<file path="src/rtl/jt7759_fetch.sv">
// JT7759 byte-fetch scheduler: ROM reads (master) or drqn/write handshake (slave).
// Optional one-entry next-address prefetch buffer: define JT7759_FETCH_PREFETCH_EN.
module jt7759_fetch #(
  parameter logic [4:0] DRQ_GAP = 5'd31
) (
  input  logic        clk,
  input  logic        rstn,
  input  logic        cen_ctl,
  input  logic        mdn,
  input  logic        req_cs,
  input  logic [16:0] req_addr,
  input  logic        req_flush,
  output logic [7:0]  req_data,
  output logic        req_ok,
  output logic        rom_cs,
  output logic [16:0] rom_addr,
  input  logic [7:0]  rom_data,
  input  logic        rom_ok,
  input  logic        cs,
  input  logic        wrn,
  input  logic [7:0]  din,
  output logic        drqn
);

`ifdef JT7759_FETCH_PREFETCH_EN
  typedef enum logic [2:0] {IDLE, ROM_WAIT, DRQ_WAIT, HOLD, PREF} state_t;
`else
  typedef enum logic [1:0] {IDLE, ROM_WAIT, DRQ_WAIT, HOLD} state_t;
`endif

  state_t      state_q, state_d;
  logic        req_ok_q, req_ok_d;
  logic [7:0]  req_data_q, req_data_d;
  logic        rom_cs_q, rom_cs_d;
  logic [16:0] rom_addr_q, rom_addr_d;
  logic        drqn_q, drqn_d;
  logic [4:0]  gap_q, gap_d;
  logic        wr_q, wr_d;
  logic        first_q, first_d;
  logic        wr_now, wr_ev;
`ifdef JT7759_FETCH_PREFETCH_EN
  logic        buf_vld_q, buf_vld_d;
  logic [16:0] buf_addr_q, buf_addr_d;
  logic [7:0]  buf_data_q, buf_data_d;
  logic        from_rom_q, from_rom_d;
`endif

  always_comb begin
    state_d    = state_q;
    req_ok_d   = req_ok_q;
    req_data_d = req_data_q;
    rom_cs_d   = rom_cs_q;
    rom_addr_d = rom_addr_q;
    drqn_d     = drqn_q;
    gap_d      = gap_q;
    first_d    = 1'b0;
    wr_now     = cs & ~wrn;
    wr_ev      = wr_now & ~wr_q;
    wr_d       = wr_now;
`ifdef JT7759_FETCH_PREFETCH_EN
    buf_vld_d  = buf_vld_q;
    buf_addr_d = buf_addr_q;
    buf_data_d = buf_data_q;
    from_rom_d = from_rom_q;
`endif
    if (cen_ctl && drqn_q && gap_q != 5'd0) gap_d = gap_q - 5'd1;

    // first_q marks the opening ROM cycle, where rom_ok may still belong to the old address
    case (state_q)
      IDLE: begin
        if (req_cs) begin
          if (mdn) begin
`ifdef JT7759_FETCH_PREFETCH_EN
            from_rom_d = 1'b1;
            if (buf_vld_q && req_addr == buf_addr_q) begin
              req_ok_d   = 1'b1;
              req_data_d = buf_data_q;
              rom_addr_d = req_addr;
              state_d    = HOLD;
            end else begin
              rom_addr_d = req_addr;
              rom_cs_d   = 1'b1;
              first_d    = 1'b1;
              state_d    = ROM_WAIT;
            end
`else
            rom_addr_d = req_addr;
            rom_cs_d   = 1'b1;
            first_d    = 1'b1;
            state_d    = ROM_WAIT;
`endif
          end else begin
`ifdef JT7759_FETCH_PREFETCH_EN
            from_rom_d = 1'b0;
`endif
            state_d = DRQ_WAIT;
          end
        end
      end
      ROM_WAIT: begin
        if (rom_ok && !first_q) begin
          req_data_d = rom_data;
          req_ok_d   = 1'b1;
          rom_cs_d   = 1'b0;
          state_d    = HOLD;
        end
      end
      DRQ_WAIT: begin
        if (wr_ev) begin
          drqn_d     = 1'b1;
          req_data_d = din;
          req_ok_d   = 1'b1;
          state_d    = HOLD;
        end else if (cen_ctl && drqn_q && gap_q == 5'd0) begin
          drqn_d = 1'b0;
          gap_d  = DRQ_GAP;
        end
      end
      HOLD: begin
        if (!req_cs) begin
          req_ok_d = 1'b0;
          state_d  = IDLE;
`ifdef JT7759_FETCH_PREFETCH_EN
          if (from_rom_q) begin
            rom_addr_d = rom_addr_q + 17'd1;
            rom_cs_d   = 1'b1;
            first_d    = 1'b1;
            state_d    = PREF;
          end
`endif
        end
      end
`ifdef JT7759_FETCH_PREFETCH_EN
      PREF: begin
        // A request for another address abandons the prefetch; a matching one rides on it
        if (req_cs && mdn && req_addr != rom_addr_q) begin
          buf_vld_d  = 1'b0;
          rom_addr_d = req_addr;
          first_d    = 1'b1;
          state_d    = ROM_WAIT;
        end else if (req_cs && !mdn) begin
          buf_vld_d = 1'b0;
          rom_cs_d  = 1'b0;
          state_d   = IDLE;
        end else if (rom_ok && !first_q) begin
          buf_vld_d  = 1'b1;
          buf_addr_d = rom_addr_q;
          buf_data_d = rom_data;
          rom_cs_d   = 1'b0;
          if (req_cs) begin
            req_data_d = rom_data;
            req_ok_d   = 1'b1;
            state_d    = HOLD;
          end else begin
            state_d = IDLE;
          end
        end
      end
`endif
      default: state_d = IDLE;
    endcase

    if (req_flush) begin
      state_d  = IDLE;
      rom_cs_d = 1'b0;
      drqn_d   = 1'b1;
      req_ok_d = 1'b0;
      gap_d    = '0;
      first_d  = 1'b0;
`ifdef JT7759_FETCH_PREFETCH_EN
      buf_vld_d = 1'b0;
`endif
    end
  end

  always_ff @(posedge clk) begin
    if (!rstn) begin
      state_q    <= IDLE;
      req_ok_q   <= 1'b0;
      req_data_q <= '0;
      rom_cs_q   <= 1'b0;
      rom_addr_q <= '0;
      drqn_q     <= 1'b1;
      gap_q      <= '0;
      wr_q       <= 1'b0;
      first_q    <= 1'b0;
`ifdef JT7759_FETCH_PREFETCH_EN
      buf_vld_q  <= 1'b0;
      buf_addr_q <= '0;
      buf_data_q <= '0;
      from_rom_q <= 1'b0;
`endif
    end else begin
      state_q    <= state_d;
      req_ok_q   <= req_ok_d;
      req_data_q <= req_data_d;
      rom_cs_q   <= rom_cs_d;
      rom_addr_q <= rom_addr_d;
      drqn_q     <= drqn_d;
      gap_q      <= gap_d;
      wr_q       <= wr_d;
      first_q    <= first_d;
`ifdef JT7759_FETCH_PREFETCH_EN
      buf_vld_q  <= buf_vld_d;
      buf_addr_q <= buf_addr_d;
      buf_data_q <= buf_data_d;
      from_rom_q <= from_rom_d;
`endif
    end
  end

  assign req_ok   = req_ok_q;
  assign req_data = req_data_q;
  assign rom_cs   = rom_cs_q;
  assign rom_addr = rom_addr_q;
  assign drqn     = drqn_q;

endmodule

</file>
<file path="config.mk">
export PLATFORM = sky130hd
export DESIGN_NAME = jt7759_fetch
export DESIGN_NICKNAME = d
export VERILOG_FILES = /design/src/rtl/jt7759_fetch.sv
export SDC_FILE = /design/constraint.sdc
export NUM_CORES = 1
export LEC_CHECK = 0
export CORE_MARGIN = 3
export CORE_UTILIZATION = 45
export DETAILED_ROUTE_END_ITERATION = 8
export PLACE_DENSITY = 0.89
export SYNTH_ARGS = -nofsm -noshare
export SYNTH_HDL_FRONTEND = slang
export SYNTH_SLANG_ARGS = --single-unit
</file>
<file path="constraint.sdc">
create_clock -name clk -period 4.12 [get_ports clk]
set_clock_uncertainty 0.05 [all_clocks]
set_input_delay 0.824 -clock clk [delete_from_list [all_inputs] [get_ports clk]]
set_output_delay 0.824 -clock clk [all_outputs]
set_load 0.01 [all_outputs]
</file>
==> run_1/clocks.png <==
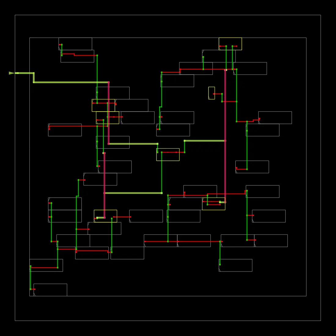
Seq cells: 37
Num CTS Buffers: 5
Clock Latency Late Sink: 290 ps

==> run_1/io_placement.png <==
Pins as bars across the die edge, other pins in gray.
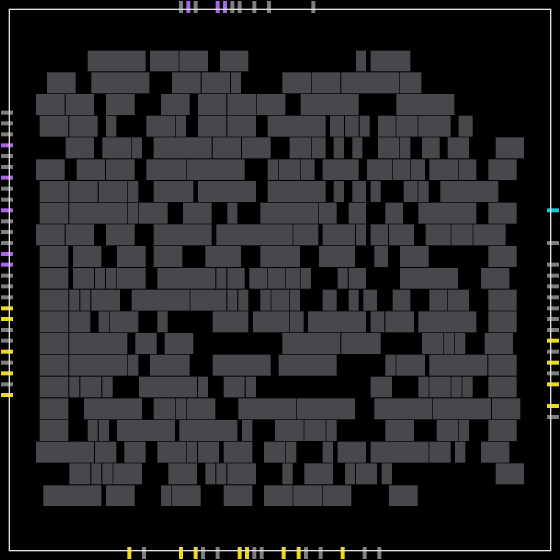
color	port	pins	direction	edge
yellow	`req_addr`	17	input	8 bottom, 5 left, 4 right
cyan	`cen_ctl`	1	input	right
purple	`rom_data`	8	input	5 left, 3 top
all pins by edge	27 left, 17 bottom, 16 right, 10 top

==> flow_summary.json, run 1 <==
{
  "ys_seq_elements": 37,
  "place_congestion": 0.826,
  "rsz0062_at_grt": "no",
  "critPathTopFamily": "AND-OR/OR-AND gates",
  "grt_pass1_vias": 1399,
  "required_ps": 4250,
  "ir_drop_v": 0.000274,
  "finalClockPeriodUsage": 0.606,
  "overflow": 0,
  "clock_sinks": 37,
  "fill_cells": 294,
  "layout_top_cells": "clkdlybuf4s50_1 (69), nand2_1 (48), dfxtp_1 (37)",
  "globalRouteMet3Util": 0.0699,
  "cp-start-kind": "primary input",
  "wl_met1_mm": 1.62,
  "drt-initial-drc-count": 89,
  "signal_buffers": 70,
  "clockPowerShare": 0.295,
  "crit_type": "in -> reg",
  "floorplan.nets": 239,
  "cts_setup_buffers": 0,
  "setup_viol": 0,
  "critPathCaptureType": "flop",
  "hold_viol": 0,
  "slowest_delay_ps": 600,
  "p_sw_mw": 0.216,
  "hp-class": "reg -> reg",
  "syn_inst": 191,
  "antennaDiodeCount": 0,
  "status": "finished, final reports clean",
  "seq_share": 0.296,
  "top_cell": "nand2_1",
  "initial_core_util": 0.488
}
==> run_1/logic_types.png <==
Bar = 20 um.
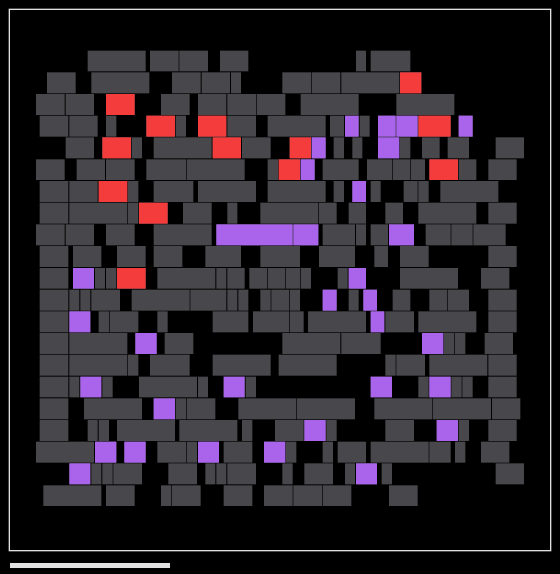
color	family	cells
red	non-inverting ao/oa cells	13
purple	aoi and oai cells	32

## run 1: registers in the layout (all words and copies together) (netlist names)
signal    cells
rom_addr     17
rom_cs        1
state_q       2
gap_q         5
first_q       1
wr_q          1
req_ok        1
drqn          1
req_data      8
## run 1: kinds of logic (layout without fill, tap and decap cells)
logic type,Yosys count,count (layout),synth area share
buffers and inverters,15,83,0.0381
AOI/OAI and AO/OA,45,45,0.213
muxes,9,9,0.0535
DFF,37,37,0.434
adders and majority gates,6,6,0.0440
and+or+nand+nor,79,79,0.218
## run 1: path summary, 6_finish.rpt
kind | startpoint | slack [ps] | cells after the start | to
min reg2reg | rom_addr[5]$_SDFFE_PN0P_ | 410 | 2 | rom_addr[5]$_SDFFE_PN0P_
max | cs | 1620 | 5 | req_data[6]$_SDFFE_PN0P_
max reg2reg | state_q[0]$_SDFFE_PP0P_ | 2010 | 5 | req_data[6]$_SDFFE_PN0P_
min | rom_addr[5]$_SDFFE_PN0P_ | 410 | 2 | rom_addr[5]$_SDFFE_PN0P_
## run 1: metrics by stage
step / setup slack [ps] / power [mW] / std cells / instance area (sq um)
6_report: 1620 / 0.845 / 305 / 2510
2_1_floorplan: 2010 / 0.507 / 191 / 1710
4_1_cts: 1630 / 0.855 / 305 / 2510
5_1_grt: 1470 / 0.887 / 305 / 2510
3_3_place_gp: 1400 / 0.600 / 298 / 2420
3_5_place_dp: 1330 / 0.604 / 298 / 2420
## run 1: power groups by stage
stage          Clock [mW]  Sequential (mW)  Combinational [mW]
6_report            0.249            0.397               0.198
3_5_place_dp            0            0.405               0.199
4_1_cts             0.257            0.398               0.200
5_1_grt             0.267            0.401               0.218
2_1_floorplan           0            0.414              0.0927
3_3_place_gp            0            0.405               0.196
==> run 2, diff against run 1 <==
--- a/config.mk
+++ b/config.mk
@@ -6,9 +6,9 @@
 export NUM_CORES = 1
 export LEC_CHECK = 0
 export CORE_MARGIN = 3
-export CORE_UTILIZATION = 45
+export CORE_UTILIZATION = 42
 export DETAILED_ROUTE_END_ITERATION = 8
-export PLACE_DENSITY = 0.89
+export PLACE_DENSITY = 0.85
 export SYNTH_ARGS = -nofsm -noshare
 export SYNTH_HDL_FRONTEND = slang
 export SYNTH_SLANG_ARGS = --single-unit
==> constraint.sdc (replaced) <==
create_clock -name clk -period 2.4 [get_ports clk]
set_clock_uncertainty 0.05 [all_clocks]
set_input_delay 0.48 -clock clk [delete_from_list [all_inputs] [get_ports clk]]
set_output_delay 0.48 -clock clk [all_outputs]
set_load 0.01 [all_outputs]
==> run_2/logic_types.png <==
Bar = 20 um.
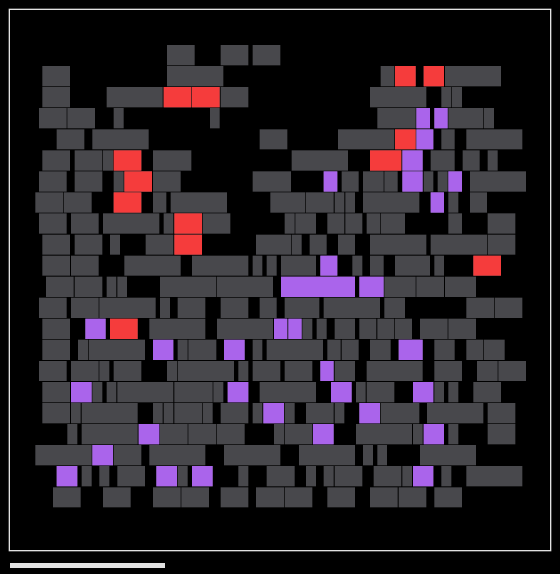
color	family	cells
red	non-inverting ao/oa cells	13
purple	aoi and oai cells	32

==> run 2 against run 1 <==
Highest routed layer unchanged; critical endpoint is now state_q[1]$_SDFFE_PP0P_; register-to-register slack got worse by 1500 ps; largest power group unchanged; die area rose by 6.5%; final area up 2.1%; core utilization decreased by 4.4 points; first-iteration DRC count shrank 17%; combinational power increased by 81%; non-clock buffer count up 5; final cell count increased by 2.6%; synthesized area did not move; clock power is 72% higher; routed wire length grew 4.9%; hold slack gained 2.9 ps.
==> flow_summary.json, run 2 <==
{
  "post_dp_cell_area_sq_mm": 0.00247,
  "top_power_group": "sequential cells",
  "finish.instance_area_sq_mm": 0.00256,
  "drt-initial-drc-count": 74,
  "cts_setup_buffers": 0,
  "antennaDiodeCount": 0,
  "ys_sh_mux": 0.0535,
  "required_ps": 2520,
  "p_seq_mw": 0.681,
  "place_congestion": 0.713,
  "hold_viol": 0,
  "ys_sh_adder": 0.0440,
  "synthTopLogicFamily": "simple AND/OR/NAND/NOR gates",
  "rrSetupSlack_ps": 540,
  "ys_sh_simple": 0.218,
  "pre_cts_ws_ps": 81.1,
  "pwr.group.combinational_mw": 0.359,
  "floorplan.nets": 239,
  "crit_type": "in -> reg",
  "setup.worst_path.end": "state_q[1]$_SDFFE_PP0P_",
  "ir_drop_v": 0.000412,
  "p_sw_mw": 0.401,
  "cp-start-kind": "primary input",
  "reg2reg_from": "state_q[0]$_SDFFE_PP0P_",
  "clk_latency_ps": 290,
  "overflow": 0,
  "whs_path_depth": 2,
  "initial_core_util": 0.449,
  "setup_ws_ps": 389,
  "syn_inst": 191,
  "ys_seq_elements": 37,
  "largest_register_ffs": 17,
  "critPathTopFamily": "simple AND/OR/NAND/NOR gates",
  "rsz0062_at_grt": "no",
  "grt_pass1_vias": 1497,
  "clock_sinks": 37,
  "slowest_delay_ps": 500,
  "cts_buffers": 5,
  "pg_clk_mw": 0.428,
  "wl_met1_mm": 1.72,
  "rr_worst_depth": 6,
  "ys_sh_aoi": 0.213,
  "globalRouteMet3Util": 0.0768,
  "postSynthSeqShare": 0.434,
  "hp-class": "reg -> reg",
  "xor_area_frac": 0,
  "top_cell": "nand2_1",
  "topCellsByArea": "dfxtp_1 (43%), nand2_1 (11%), a21boi_0 (7.5%)",
  "status": "finished, final reports clean"
}
==> run_2/io_placement.png <==
Pins as bars across the die edge, other pins in gray.
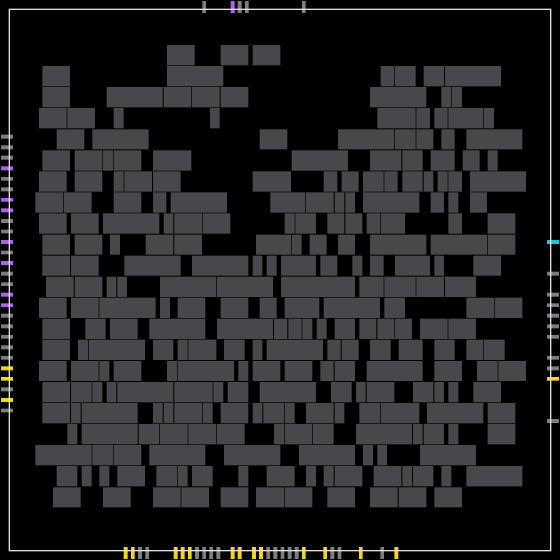
color	port	pins	direction	edge
yellow	`req_addr`	17	input	13 bottom, 3 left, 1 right
purple	`rom_data`	8	input	7 left, 1 top
cyan	`cen_ctl`	1	input	right
all pins by edge	27 left, 27 bottom, 11 right, 5 top

-- run 2: cell count changes in the layout (fill, tap and decap cells not counted) --
cell        before  now
clkinv_2         0    2
clkbuf_1         1    0
clkbuf_8         6    5
clkinvlp_4       0    1
buf_4            1    5
buf_12           0    1
-- run 2: worst min path at each step --
| stage | startpoint | endpoint | slack [ps] |
|---|---|---|---|
| finish | rom_addr[6]$_SDFFE_PN0P_ | rom_addr[6]$_SDFFE_PN0P_ | 410 |
| detailed placement | rom_addr[1]$_SDFFE_PN0P_ | rom_addr[1]$_SDFFE_PN0P_ | 400 |
| global placement | rom_addr[1]$_SDFFE_PN0P_ | rom_addr[1]$_SDFFE_PN0P_ | 400 |
| CTS | rom_addr[1]$_SDFFE_PN0P_ | rom_addr[1]$_SDFFE_PN0P_ | 420 |
| global route | rom_addr[9]$_SDFFE_PN0P_ | rom_addr[9]$_SDFFE_PN0P_ | 440 |
| floorplan | gap_q[2]$_SDFF_PP0_ | gap_q[2]$_SDFF_PP0_ | 400 |
-- run 2: cell type report --
class                           count  area [sq um]  area share
Clock inverter                      3          17.5     0.00685
Tap cell                           48          60.1      0.0235
Timing Repair Buffer               75           748       0.292
Clock buffer                        5          68.8      0.0269
Sequential cell                    37           741       0.289
Inverter                            6          22.5     0.00880
Multi-Input combinational cell    139           901       0.352
-- run 2: per-stage QoR --
stage               std cells  power [mW]  hold WS, ps   util
finish                    313        1.47          411  0.674
detailed placement        305        1.06          405  0.651
floorplan                 191       0.870          403      -
global route              313        1.55          440  0.674
global placement          305        1.05          399  0.651
CTS                       313        1.49          416  0.674
-- run 2: worst min-delay path, delay by kind of cell (launching register included) --
family | cells | cell delay, ps
flops | 1 | 310
compound gates | 1 | 60
simple gates | 1 | 40
==> run 3, diff against run 2 <==
==> constraint.sdc (replaced) <==
create_clock -name clk -period 2.1 [get_ports clk]
set_clock_uncertainty 0.05 [all_clocks]
set_input_delay 0.42 -clock clk [delete_from_list [all_inputs] [get_ports clk]]
set_output_delay 0.42 -clock clk [all_outputs]
set_load 0.01 [all_outputs]
==> run_3/clocks.png <==
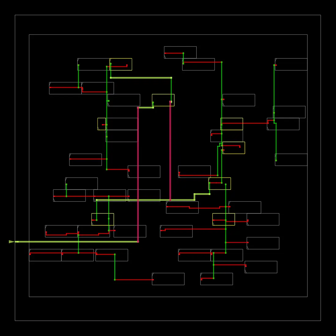
power in the clock group: 0.545 mW
CLK BUF: 7
clock sinks: 37

==> run 3 against run 2 <==
Clock power up 27%; sequential power up 14%; register-to-register slack worse by 320 ps; die area unchanged; synthesized cell count unchanged; critical path depth increased by 1; critical endpoint unchanged; combinational power up 16%; sequential share of layout area decreased by 0.34 points; core utilization grew 0.79 points; worst setup slack got worse by 220 ps; non-clock buffer count up 2.
==> flow_summary.json, run 3 <==
{
  "cp-start-kind": "primary input",
  "topCellsByArea": "dfxtp_1 (43%), nand2_1 (11%), a21boi_0 (7.5%)",
  "fill_cells": 321,
  "status": "finished, final reports clean",
  "rsz0062_at_grt": "no",
  "post_dp_cell_area_sq_mm": 0.00249,
  "layout_top_cells": "clkdlybuf4s50_1 (69), nand2_1 (48), dfxtp_1 (37)",
  "cts_buffers": 5,
  "ir_drop_v": 0.000349,
  "dp.cells": 307,
  "clk_latency_ps": 290,
  "drt-initial-drc-count": 74,
  "crit_type": "in -> reg",
  "top_cell": "nand2_1",
  "p_total_mw": 1.74,
  "min_to": "rom_addr[5]$_SDFFE_PN0P_",
  "postSynthSeqShare": 0.434,
  "whs_path_depth": 2,
  "cts_setup_buffers": 0,
  "grt_pass1_vias": 1610,
  "rrSetupSlack_ps": 220,
  "place_congestion": 0.726,
  "final_cell_count_no_fill": 315,
  "largest_register_ffs": 17,
  "initial_core_util": 0.449,
  "overflow": 0,
  "syn_inst": 191,
  "hold_viol": 0,
  "whs_ps": 411,
  "antennaDiodeCount": 0,
  "finish.instance_area_sq_mm": 0.00259,
  "r2r-end": "state_q[1]$_SDFFE_PP0P_",
  "pre_cts_ws_ps": -117,
  "reg2reg_from": "state_q[0]$_SDFFE_PP0P_",
  "ys_seq_elements": 37,
  "hp-class": "reg -> reg"
}
==> run_3/io_placement.png <==
Pins as bars across the die edge, other pins in gray.
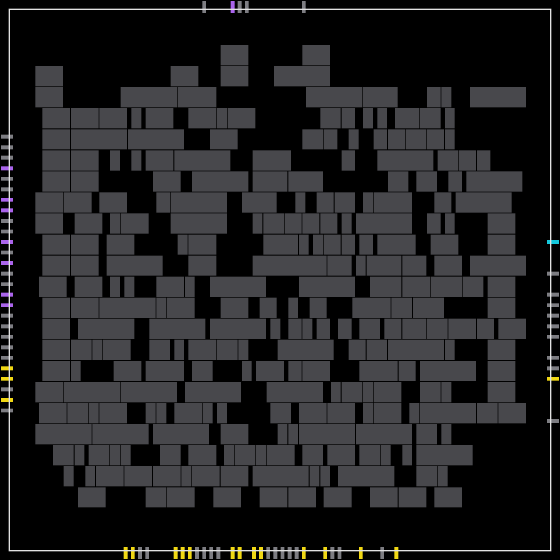
color	port	pins	direction	edge
purple	`rom_data`	8	input	7 left, 1 top
cyan	`cen_ctl`	1	input	right
yellow	`req_addr`	17	input	13 bottom, 3 left, 1 right
all pins by edge	27 left, 27 bottom, 11 right, 5 top

run 3: cell type report:
class                   count  area, sq um  area share
clock buffers               7         96.3      0.0372
multi-input cells         139          901       0.348
well taps                  48         60.1      0.0232
repair buffers             77          763       0.295
inverters                   6         22.5     0.00870
clock inverters             1         5.00     0.00193
flip-flops and latches     37          741       0.286
run 3: worst max-delay path by stage:
stage	from	end	slack (ps)	cells past startpoint
floorplan	wrn	req_data[0]$_SDFFE_PN0P_	390	5
global placement	cs	state_q[0]$_SDFFE_PP0P_	-80	6
detailed placement	cs	state_q[1]$_SDFFE_PP0P_	-120	6
CTS	cs	state_q[1]$_SDFFE_PP0P_	170	6
global route	cs	state_q[1]$_SDFFE_PP0P_	0.03	6
finish	cs	state_q[1]$_SDFFE_PP0P_	170	6
run 3: critical path: cells and delay by family:
kind | cells | cell delay [ps]
AND-OR/OR-AND | 1 | 400
buffers and inverters | 2 | 660
AND/OR/NAND/NOR | 3 | 610
run 3: where the power goes:
group | internal [mW] | switching [mW] | leakage (nW) | total, mW
sequential | 0.751 | 0.0281 | 0.302 | 0.779
combinational | 0.246 | 0.172 | 0.699 | 0.418
clock | 0.297 | 0.248 | 0.0542 | 0.545
total | 1.29 | 0.449 | 1.06 | 1.74
run 3: kinds of logic after synthesis:
family	Yosys count	share of synthesized area
compound gates	45	0.213
fa+ha+maj	6	0.0440
buf+inv	15	0.0381
flops	37	0.434
mux	9	0.0535
simple gates	79	0.218
run 3: per-layer routing:
layer	up-vias	wire length [um]	GRT usage
li1	804	-	-
met3	4	324	0.0754
met1	711	1710	0.205
met4	0	53	0.0638
met2	51	1980	0.302
met5	-	0	0
Power is estimated from default activity; no workload was simulated.
